[src/rtl/lsu_mem_port.sv]
// Load/store unit bus port: one req/ack word transaction per access, with lane steering,
// load extension, a bus timeout and illegal-access detection. Optional macro LSU_MISALIGN_TRAP_EN.
module lsu_mem_port #(
    parameter int TIMEOUT = 16
) (
    input  logic        clk,
    input  logic        rst_n,
    input  logic        start,
    input  logic        is_load,
    input  logic        is_store,
    input  logic [2:0]  funct3,
    input  logic [31:0] addr,
    input  logic [31:0] store_data,
    output logic        busy,
    output logic        done,
    output logic        err,
    output logic [31:0] load_data,
    output logic        mem_req,
    output logic        mem_we,
    output logic [31:0] mem_addr,
    output logic [31:0] mem_wdata,
    output logic [3:0]  mem_be,
    input  logic        mem_ack,
    input  logic [31:0] mem_rdata
);
    typedef enum logic [1:0] {IDLE, REQ, FIN} state_t;

    state_t      state, state_nx;
    logic [7:0]  tcnt;
    logic        err_q;
    logic        lat_load;
    logic [2:0]  lat_f3;
    logic [1:0]  lat_off;
    logic        illegal;
    logic [1:0]  off_eff;
    logic [3:0]  be_nx;
    logic [31:0] wdata_nx;
    logic        tmo;

    assign busy    = (state != IDLE);
    assign done    = (state == FIN);
    assign err     = done & err_q;
    assign mem_req = (state == REQ);
    assign tmo     = (tcnt == 8'(TIMEOUT - 1));

    always_comb begin
        illegal = (is_load == is_store) || (funct3 == 3'b011) || (funct3[2:1] == 2'b11) ||
                  (is_store && funct3[2]);
`ifdef LSU_MISALIGN_TRAP_EN
        if ((funct3[1:0] == 2'b01 && addr[0]) || (funct3[1:0] == 2'b10 && addr[1:0] != 2'b00))
            illegal = 1'b1;
`endif
    end

    // Without the trap, misaligned halves/words are silently snapped to natural alignment.
    always_comb begin
        case (funct3[1:0])
            2'b00:   off_eff = addr[1:0];
            2'b01:   off_eff = {addr[1], 1'b0};
            default: off_eff = 2'b00;
        endcase
    end

    always_comb begin
        be_nx    = 4'b1111;
        wdata_nx = store_data;
        if (is_store) begin
            case (funct3[1:0])
                2'b00: begin
                    be_nx    = 4'b0001 << off_eff;
                    wdata_nx = {4{store_data[7:0]}};
                end
                2'b01: begin
                    be_nx    = off_eff[1] ? 4'b1100 : 4'b0011;
                    wdata_nx = {2{store_data[15:0]}};
                end
                default: ;
            endcase
        end
    end

    function automatic logic [31:0] ext_load(input logic [2:0] f3, input logic [1:0] off,
                                             input logic [31:0] w);
        logic [31:0] sh;
        sh = w >> {off, 3'b000};
        case (f3)
            3'b000:  return {{24{sh[7]}}, sh[7:0]};
            3'b100:  return {24'b0, sh[7:0]};
            3'b001:  return {{16{sh[15]}}, sh[15:0]};
            3'b101:  return {16'b0, sh[15:0]};
            default: return w;
        endcase
    endfunction

    always_comb begin
        state_nx = state;
        case (state)
            IDLE: if (start) state_nx = illegal ? FIN : REQ;
            REQ:  if (mem_ack || tmo) state_nx = FIN;
            FIN:  state_nx = IDLE;
            default: state_nx = IDLE;
        endcase
    end

    always_ff @(posedge clk or negedge rst_n) begin
        if (!rst_n) begin
            state     <= IDLE;
            tcnt      <= 8'd0;
            err_q     <= 1'b0;
            lat_load  <= 1'b0;
            lat_f3    <= 3'b000;
            lat_off   <= 2'b00;
            load_data <= 32'd0;
            mem_we    <= 1'b0;
            mem_addr  <= 32'd0;
            mem_wdata <= 32'd0;
            mem_be    <= 4'b0000;
        end else begin
            state <= state_nx;
            case (state)
                IDLE: if (start) begin
                    lat_load  <= is_load;
                    lat_f3    <= funct3;
                    lat_off   <= off_eff;
                    err_q     <= illegal;
                    tcnt      <= 8'd0;
                    mem_we    <= is_store;
                    mem_addr  <= {addr[31:2], 2'b00};
                    mem_wdata <= wdata_nx;
                    mem_be    <= be_nx;
                end
                REQ: begin
                    if (mem_ack) begin
                        err_q <= 1'b0;
                        if (lat_load) load_data <= ext_load(lat_f3, lat_off, mem_rdata);
                    end else begin
                        tcnt <= tcnt + 8'd1;
                        if (tmo) err_q <= 1'b1;
                    end
                end
                default: ;
            endcase
        end
    end
endmodule

[config.mk]
export PLATFORM = sky130hd
export DESIGN_NAME = lsu_mem_port
export DESIGN_NICKNAME = d
export VERILOG_FILES = /design/src/rtl/lsu_mem_port.sv
export SDC_FILE = /design/constraint.sdc
export NUM_CORES = 1
export LEC_CHECK = 0
export CORE_MARGIN = 2
export CORE_UTILIZATION = 45
export CTS_CLUSTER_DIAMETER = 80
export CTS_CLUSTER_SIZE = 30
export DETAILED_ROUTE_END_ITERATION = 12
export MAX_ROUTING_LAYER = met4
export PLACE_DENSITY = 0.81
export SYNTH_ARGS = -nofsm -noshare
export SYNTH_HDL_FRONTEND = slang
export SYNTH_SLANG_ARGS = --single-unit
[constraint.sdc]
create_clock -name clk -period 2.18 [get_ports clk]
set_clock_uncertainty 0.1 [all_clocks]
set_input_delay 0.654 -clock clk [delete_from_list [all_inputs] [get_ports clk]]
set_output_delay 0.654 -clock clk [all_outputs]
set_load 0.01 [all_outputs]
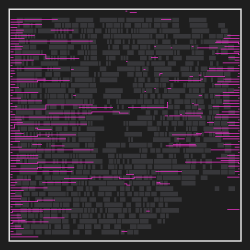
Figure 1: metal 3.
Drawn at 2 px/um. Cells faint in the background.
share of all routed wire: 9.5%
main direction: horizontal
longest straight run: 41.2 um
total number of vias: 5,309
final WL: 17,500 um
met3 track demand over resource: 10.8%

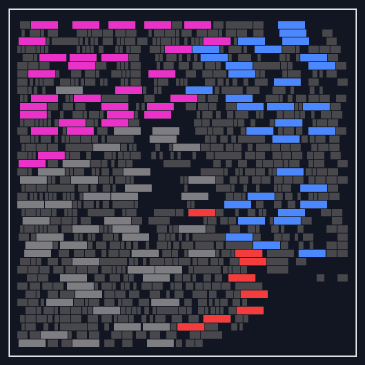
Figure 2: where the registers sit.
Drawn at 3 px/um. Other sequential cells in the stronger grey, the rest of the logic in the fainter grey.
legend:
  red:
    netlist_name: tcnt
    placed_flops: 8
  blue:
    netlist_name: load_data
    placed_flops: 32
  magenta:
    netlist_name: mem_addr
    placed_flops: 30
not coloured: 46

==> impl_metrics.env <==
# implementation run metrics
export IMPL_clock_sinks=116
export IMPL_synthTopCellsByArea="sky130_fd_sc_hd__dfrtp_1 52%, sky130_fd_sc_hd__nand2_1 12%, sky130_fd_sc_hd__mux2i_1 6.1%"
export IMPL_critical_path_max_stage_delay_ps=390
export IMPL_max_cap_violations=0
export IMPL_globalRoute_busiestLayer="met2"
export IMPL_vias_per_cell=5.44
export IMPL_cellPowerDensity_mw_per_mm2=1080
export IMPL_postSynthCellCount=602
export IMPL_syn_area_sq_mm=0.00556
export IMPL_worstReg2RegEnd="tcnt[7]"
export IMPL_number_of_gates_resized_after_cts=11
export IMPL_ys_types=52
export IMPL_ys_seq_share_pct=52.2
export IMPL_yosysWarnings=0
export IMPL_result_of_the_run="complete, no violations"
export IMPL_final_min_clock_period_ps=2110
export IMPL_cp_data_arrival_time_ps=1360
export IMPL_enable_flop_cells=0
export IMPL_cts_buffers_inserted=17
export IMPL_worstRegToRegCells=6
export IMPL_critical_path_max_fanout=3
export IMPL_dp_slack_ps=-214
export IMPL_worst_min_delay_path_class="in2async"
export IMPL_synth_flops=116
export IMPL_design_core_area_sq_mm=0.0120
export IMPL_max_slew_worst_pin_slew_ps=498
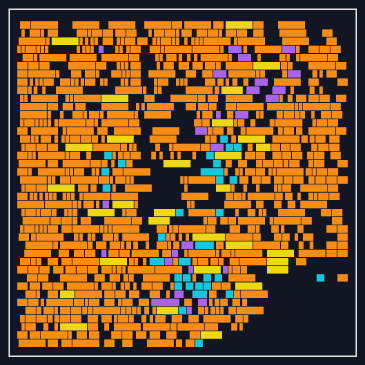
Figure 3: sizing map.
Drawn at 3 px/um.
legend:
  purple:
    size: drive 2
    cells: 25
    share: 3.0%
  cyan:
    size: drive 3 to 4
    cells: 31
    share: 3.7%
  orange:
    size: drive 1 or less
    cells: 743
    share: 90%
  yellow:
    size: drive 6 and up
    cells: 30
    share: 3.6%

-- layer usage --
| metal | routed length [um] | vias up | part of all wire [%] |
|---|---|---|---|
| li1 | - | 2497 | - |
| met5 | 0 | - | 0 |
| met1 | 6600 | 2552 | 38 |
| met2 | 8850 | 227 | 51 |
| met4 | 352 | 0 | 2.0 |
| met3 | 1660 | 33 | 9.5 |
-- layout make-up --
type / count / area [sq um]
fill: 894 / 3490
tap: 147 / 184
multi-input combinational: 437 / 2440
clock buffer: 26 / 489
timing repair buffer: 241 / 2430
sequential: 116 / 2900
clock inverter: 5 / 50.0
inverter: 4 / 16.3
-- cells by family (layout without fill, tap and decap cells) --
logic type	Yosys count	after routing	share of synthesized area [%]
fa+ha+maj	1	1	0.225
compound gates	131	131	15.8
simple gates	263	263	20.4
mux	35	35	6.32
xor+xnor	5	5	0.788
buf+inv	50	276	4.16
other cells	1	2	0.0675
flops	116	116	52.2
-- per-stage QoR --
step	TNS (ps)	instance area, sq um	hold slack [ps]
2_1_floorplan	0	5560	258
6_report	0	8520	134
3_5_place_dp	-4160	7950	365
4_1_cts	0	8510	141
5_1_grt	0	8520	158
3_3_place_gp	-2440	7950	357
-- how the worst max path moves through the flow --
stage             startpoint  slack [ps]  cells past startpoint            end
3_3_place_gp         mem_ack        -140                      5        tcnt[5]
2_1_floorplan        mem_ack         310                      4        tcnt[5]
6_report            state[1]          70                      4           busy
3_5_place_dp   mem_rdata[15]        -210                      6  load_data[10]
5_1_grt               mem_we          20                      1         mem_we
4_1_cts             state[1]           9                      4           busy
-- where the power goes --
group / switching, W / internal, W
registers: 0.000432 / 0.00281
logic: 0.00150 / 0.00183
clock network: 0.000948 / 0.00164
No activity file was given, so power comes from the tool's default toggle rates.
